`src/rtl/ex_stage_muldiv.sv`:
```
// rtl/ex_stage_muldiv.sv - execute stage with single-cycle ALU and iterative MUL/DIVU/REMU
module ex_stage_muldiv #(
  parameter int XLEN = 32
) (
  input  logic            clk_i,
  input  logic            rst_i,
  input  logic            valid_i,
  input  logic            flush_i,
  input  logic [1:0]      ALUOp_i,
  input  logic            RegWrite_i,
  input  logic            MemWrite_i,
  input  logic            MemRead_i,
  input  logic            Mem2Reg_i,
  input  logic [XLEN-1:0] RSdata_i,
  input  logic [XLEN-1:0] RTdata_i,
  input  logic [XLEN-1:0] StoreData_i,
  input  logic [9:0]      funct_i,
  input  logic [4:0]      RDaddr_i,
  output logic [XLEN-1:0] ALUresult_o,
  output logic [XLEN-1:0] StoreData_o,
  output logic            RegWrite_o,
  output logic            MemWrite_o,
  output logic            MemRead_o,
  output logic            Mem2Reg_o,
  output logic [4:0]      RDaddr_o,
  output logic            stall_o
);

  localparam int CW = $clog2(XLEN) + 1;

  typedef enum logic [1:0] {IDLE, BUSY, DONE} state_t;

  state_t          state_q, state_d;
  logic [CW-1:0]   cnt_q;
  logic [XLEN-1:0] a_q, b_q, acc_q;
  logic [1:0]      op_q;
  logic            rw_q, mw_q, mr_q, m2r_q;
  logic [4:0]      rd_q;
  logic [XLEN-1:0] sd_q;

  logic [6:0]      funct7;
  logic [2:0]      funct3;
  logic [XLEN-1:0] alu_res;
  logic            is_muldiv;
  logic [1:0]      md_op;
  logic            start;
  logic            stall;

  assign funct7 = funct_i[9:3];
  assign funct3 = funct_i[2:0];

  // md_op: 00 MUL, 01 DIVU, 10 REMU
  always_comb begin
    alu_res   = '0;
    is_muldiv = 1'b0;
    md_op     = 2'b00;
    case (ALUOp_i)
      2'b00, 2'b11: alu_res = RSdata_i + RTdata_i;
      2'b01:        alu_res = RSdata_i - RTdata_i;
      default: begin
        case (funct7)
          7'b0000000: begin
            case (funct3)
              3'b000:  alu_res = RSdata_i + RTdata_i;
              3'b111:  alu_res = RSdata_i & RTdata_i;
              3'b110:  alu_res = RSdata_i | RTdata_i;
              3'b100:  alu_res = RSdata_i ^ RTdata_i;
              3'b001:  alu_res = RSdata_i << RTdata_i[4:0];
              default: alu_res = '0;
            endcase
          end
          7'b0100000: if (funct3 == 3'b000) alu_res = RSdata_i - RTdata_i;
          7'b0000001: begin
            case (funct3)
              3'b000:  begin is_muldiv = 1'b1; md_op = 2'b00; end
              3'b101:  begin is_muldiv = 1'b1; md_op = 2'b01; end
              3'b111:  begin is_muldiv = 1'b1; md_op = 2'b10; end
              default: is_muldiv = 1'b0;
            endcase
          end
          default: alu_res = '0;
        endcase
      end
    endcase
  end

  assign start = valid_i & is_muldiv;

  always_ff @(posedge clk_i) begin
    if (rst_i) state_q <= IDLE;
    else       state_q <= state_d;
  end

  always_comb begin
    state_d = state_q;
    stall   = 1'b0;
    if (flush_i) begin
      state_d = IDLE;
    end else begin
      case (state_q)
        IDLE: if (start) begin
          state_d = BUSY;
          stall   = 1'b1;
        end
        BUSY: begin
          stall = 1'b1;
          if (cnt_q == CW'(XLEN - 1)) state_d = DONE;
        end
        DONE:    state_d = IDLE;
        default: state_d = IDLE;
      endcase
    end
  end

  assign stall_o = stall & ~rst_i;

  // MUL: acc += a when b[0]; a shifts left, b right.
  // DIV: a shifts the dividend out and the quotient in; acc is the partial remainder.
  logic [XLEN-1:0] mul_acc;
  logic [XLEN:0]   rem_sh;
  logic [XLEN+1:0] rem_diff;
  logic            rem_ge;

  assign mul_acc  = acc_q + (b_q[0] ? a_q : '0);
  assign rem_sh   = {acc_q, a_q[XLEN-1]};
  assign rem_diff = {1'b0, rem_sh} - {2'b00, b_q};
  assign rem_ge   = ~rem_diff[XLEN+1];

  always_ff @(posedge clk_i) begin
    if (rst_i) begin
      cnt_q <= '0;
      a_q   <= '0;
      b_q   <= '0;
      acc_q <= '0;
      op_q  <= 2'b00;
      rw_q  <= 1'b0;
      mw_q  <= 1'b0;
      mr_q  <= 1'b0;
      m2r_q <= 1'b0;
      rd_q  <= '0;
      sd_q  <= '0;
    end else if (!flush_i && state_q == IDLE && start) begin
      cnt_q <= '0;
      a_q   <= RSdata_i;
      b_q   <= RTdata_i;
      acc_q <= '0;
      op_q  <= md_op;
      rw_q  <= RegWrite_i;
      mw_q  <= MemWrite_i;
      mr_q  <= MemRead_i;
      m2r_q <= Mem2Reg_i;
      rd_q  <= RDaddr_i;
      sd_q  <= StoreData_i;
    end else if (!flush_i && state_q == BUSY) begin
      cnt_q <= cnt_q + CW'(1);
      if (op_q == 2'b00) begin
        acc_q <= mul_acc;
        a_q   <= a_q << 1;
        b_q   <= b_q >> 1;
      end else begin
        acc_q <= rem_ge ? rem_diff[XLEN-1:0] : rem_sh[XLEN-1:0];
        a_q   <= {a_q[XLEN-2:0], rem_ge};
      end
    end
  end

  logic [XLEN-1:0] res_d, sd_d;
  logic            rw_d, mw_d, mr_d, m2r_d;
  logic [4:0]      rd_d;

  always_comb begin
    res_d = '0;
    sd_d  = '0;
    rw_d  = 1'b0;
    mw_d  = 1'b0;
    mr_d  = 1'b0;
    m2r_d = 1'b0;
    rd_d  = '0;
    if (!flush_i) begin
      if (state_q == IDLE && valid_i && !is_muldiv) begin
        res_d = alu_res;
        sd_d  = StoreData_i;
        rw_d  = RegWrite_i;
        mw_d  = MemWrite_i;
        mr_d  = MemRead_i;
        m2r_d = Mem2Reg_i;
        rd_d  = RDaddr_i;
      end else if (state_q == DONE) begin
        res_d = (op_q == 2'b01) ? a_q : acc_q;
        sd_d  = sd_q;
        rw_d  = rw_q;
        mw_d  = mw_q;
        mr_d  = mr_q;
        m2r_d = m2r_q;
        rd_d  = rd_q;
      end
    end
  end

  always_ff @(posedge clk_i) begin
    if (rst_i) begin
      ALUresult_o <= '0;
      StoreData_o <= '0;
      RegWrite_o  <= 1'b0;
      MemWrite_o  <= 1'b0;
      MemRead_o   <= 1'b0;
      Mem2Reg_o   <= 1'b0;
      RDaddr_o    <= '0;
    end else begin
      ALUresult_o <= res_d;
      StoreData_o <= sd_d;
      RegWrite_o  <= rw_d;
      MemWrite_o  <= mw_d;
      MemRead_o   <= mr_d;
      Mem2Reg_o   <= m2r_d;
      RDaddr_o    <= rd_d;
    end
  end

endmodule

```
`config.mk`:
```
export PLATFORM = sky130hd
export DESIGN_NAME = ex_stage_muldiv
export DESIGN_NICKNAME = d
export VERILOG_FILES = /design/src/rtl/ex_stage_muldiv.sv
export SDC_FILE = /design/constraint.sdc
export NUM_CORES = 1
export LEC_CHECK = 0
export CAP_MARGIN = 20
export CORE_MARGIN = 1
export CORE_UTILIZATION = 43
export CTS_CLUSTER_SIZE = 8
export DETAILED_ROUTE_END_ITERATION = 10
export PLACE_DENSITY = 0.73
export RECOVER_POWER = 100
export SYNTH_ARGS = -nofsm -noshare
export SYNTH_HDL_FRONTEND = slang
export SYNTH_SLANG_ARGS = --single-unit
```
`constraint.sdc`:
```
create_clock -name clk_i -period 4.5 [get_ports clk_i]
set_clock_uncertainty 0.15 [all_clocks]
set_input_delay 0.675 -clock clk_i [delete_from_list [all_inputs] [get_ports clk_i]]
set_output_delay 0.675 -clock clk_i [all_outputs]
set_load 0.02 [all_outputs]
```
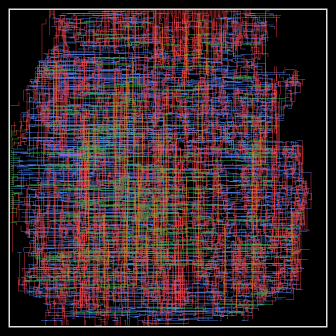
**Above:** routed metal, one colour a layer.
| layer | colour | wire length |
|---|---|---|
| M4 | orange | 3180 um |
| M5 | purple | 13.8 um |
| M3 | green | 8330 um |
| M1 | blue | 34.8 mm |
| M2 | red | 34.9 mm |
sum of routed wire length over all layers: 81.19 mm
per-cell routed wire length: 23.00 um
Vias: 21940
overall fraction of global-route tracks in use: 0.3352

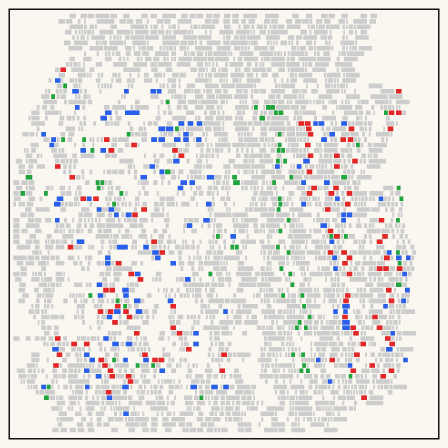
**Above:** logic cells by family.
| family | colour | cells |
|---|---|---|
| and/or cells | green | 79 |
| non-inverting ao/oa cells | blue | 124 |
| xor and xnor cells | red | 105 |
most frequently placed logic cell in the final layout: nand2_1
number of non-filler instances in the completed layout: 3530

==> reports/summary.json <==
{
  "yosys": {
    "ys_area_um2": 19790,
    "logic_family": "AND-OR/OR-AND gates",
    "synth.cellmix.adderShare": 0.1077,
    "ys_ff": 220,
    "synth-edff-count": 0,
    "post_synth.cell_area_avg_um2": 7.322,
    "synth_cell_type_count": 98,
    "synth-async-reset-ratio": 0,
    "yosysCellCount": 2703,
    "post_synth_xor_area_fraction": 0.04647,
    "yosys_warnings": 0,
    "post_synth_ao_oa_area_fraction": 0.3254,
    "fp_nets": 2992,
    "top_cell_area_share": 0.2225,
    "synth.cells.most_frequent": "423 x nand2_1, 284 x a21oi_1, 229 x nor2_1",
    "yosysSeqAreaShare": 0.2225,
    "top_area_cell": "dfxtp_1",
    "syn_inst": 2703,
    "top_cells_by_area": "dfxtp_1 22%, ha_1 10%, nand2_1 8.0%",
    "synth-simple-area-share": 0.1913,
    "post_synth_instance_area_um2": 19790,
    "ff_type": "dfxtp_1",
    "yosys-mux-area-fraction": 0.03894,
    "yosys.cell_count.top_type": "nand2_1"
  },
  "floorplan": {
    "floorplanUtilization": 0.4361,
    "die-area_um2": 46890,
    "die_h_um": 216.5,
    "number_of_well_tap_cells_placed": 600,
    "placementRows": 78,
    "boundary_pin_count": 195,
    "core_area_um2": 45380,
    "die_w_um": 216.5
  },
  "worst_setup_path": {
    "crit_required_ns": 4.77,
    "worst_path_largest_cell_delay_ns": 0.65,
    "timing.critical_path.depth": 11,
    "timing.reg2reg.worst_path_depth": 15,
    "endpoint": "b_q[30]",
    "regToRegSetupSlack_ns": 0.36,
    "crit_path_start": "funct_i[6]",
    "critPathLaunchType": "input pin",
    "critPathArrivalTime_ns": 4.56,
    "worst_path_dominant_cell_family": "simple AND/OR/NAND/NOR gates",
    "reg2reg_from": "b_q[0]",
    "type_of_element_capturing_the_critical_path": "flip-flop",
    "crit_buf_inv": 3,
    "cpMostUsedCell": "clkbuf_1",
    "timing.setup.critical_path_class": "input pin to flip-flop",
    "crit_fanout": 17,
    "worst_r2r_endpoint": "acc_q[30]",
    "crit_path_cell_trace": "clkdlybuf4s50_1 -> or4_1 -> nor3_2 -> and3_1 -> and2b_1 -> clkbuf_1 -> nand4b_1 -> a21oi_1 -> clkbuf_1 -> nor2_1 -> a311oi_1",
    "critical-path-slowest-cell": "clkbuf_1"
  },
  "placement": {
    "dp_hpwl_mm": 62.32,
    "place_area_um2": 23120,
    "numPortBuffers": 194,
    "place_inst": 3486,
    "placement.setup.worst_slack_ns": -0.01667,
    "globalplace.congestion": 0.9750
  },
  "job": {
    "tool_warnings": 95,
    "timing.max_cap.violations": 0
  },
  "final_layout": {
    "post_route_cells_drive_above_1_share": 0.09764,
    "layout.core_utilization": 0.5294,
    "nonClockInverterCount": 151,
    "comb_share": 0.5845,
    "finish.net_count": 3211,
    "seq_cells": 220,
    "nNonClkBuffers": 371,
    "final.fill_count": 4410,
    "combined_flip_flop_and_latch_cell_area_um2": 4404,
    "non_clock_buffer_area_share": 0.1363,
    "finish.instance_area_um2": 24030,
    "seqAreaFraction": 0.1833,
    "area_added_between_synthesis_and_finish_pct": 21.39,
    "area_dominant_class": "multi-input combinational cells",
    "multi_input_comb_cells": 2144,
    "logic_cell_area_um2": 14040,
    "nClkBuffers": 40,
    "layout_top_cells_excl_fill_tap": "423 x nand2_1, 286 x a21oi_1, 227 x nor2_1",
    "num_antenna_cells": 1,
    "area_share_clock_buf_inv": 0.04093
  },
  "worst_hold_path": {
    "worstHoldPathType": "flip-flop to flip-flop",
    "min_delay_endpoint": "sd_q[0]",
    "min_delay_path_depth": 2,
    "holdCritStartpoint": "sd_q[0]"
  },
  "grt": {
    "initial_antenna_violation_count": 3,
    "met1_usage": 0.4637,
    "grt_use_met3": 0.06905,
    "gr-max-usage-layer": "met2",
    "gr-usage-met2": 0.5109,
    "grt_start_max_net_pins": 106,
    "wire_length_of_the_first_global_routing_pass_mm": 122.6,
    "first_global_vias": 20420,
    "globalRoute.totalOverflow": 0
  },
  "final_timing": {
    "slew_viol_final": 0,
    "layout_worst_path_cycle_share": 0.9527,
    "achievable-frequency_mhz": 233.3,
    "timing.hold.ws_ns": 0.2984,
    "setup-tns-final_ns": 0,
    "final_hold_viol_count": 0,
    "worst_slack_ns": 0.2128,
    "layout_min_cycle_time_ns": 4.287,
    "slew-limit-headroom": 0.2901,
    "worst_slew_pin_slew_ns": 1.061,
    "setup_viol": 0,
    "rsz0062_at_grt": "no"
  },
  "detailed_routing": {
    "drt_first_pass_iters": 8,
    "wl_met1_mm": 34.76,
    "sum_of_met3_wire_segment_lengths_after_detailed_routing_mm": 8.328,
    "drt_drc_violations_left": 0,
    "initialDrtViolationCount": 2834,
    "ratio_of_routed_vias_to_standard_cells": 6.215,
    "met2_wirelength_mm": 34.90,
    "detail-route-antenna-nets": 0,
    "routed.top_layer": "met5"
  },
  "clock_tree": {
    "cts_tree": "yes",
    "tritoncts.num_buffers": 34,
    "cts.repair.resized": 0,
    "h_tree_levels": 2,
    "clkSlewWorstSetupHoldPaths_ns": 0.05,
    "worst_case_clock_buffer_depth": 3,
    "numClockSinks": 220,
    "clock_latency_ns": 0.53,
    "clockRootBuffer": "clkbuf_16",
    "hold_buffers": 0,
    "cts.repair_timing.setup_buffer_count": 0
  },
  "run_status": {
    "status": "finished clean"
  },
  "power": {
    "powerComb_uw": 1560,
    "clockNetworkPower_uw": 2480,
    "power_per_cell_area_nw_per_um2": 250.8,
    "seq_power_uw": 1980,
    "power.static_leakage_uw": 0.009567,
    "comb_power_share": 0.259,
    "seq_power_share": 0.329,
    "share_clk_of_total_power": 0.412,
    "worst_ir_drop_vdd_mv": 0.2501,
    "totalPowerFinal_uw": 6025,
    "power_report.internal_total_uw": 4101,
    "power.switching_fraction": 0.3193,
    "power.net_switching_uw": 1924
  }
}
Power and IR drop assume default switching activity.
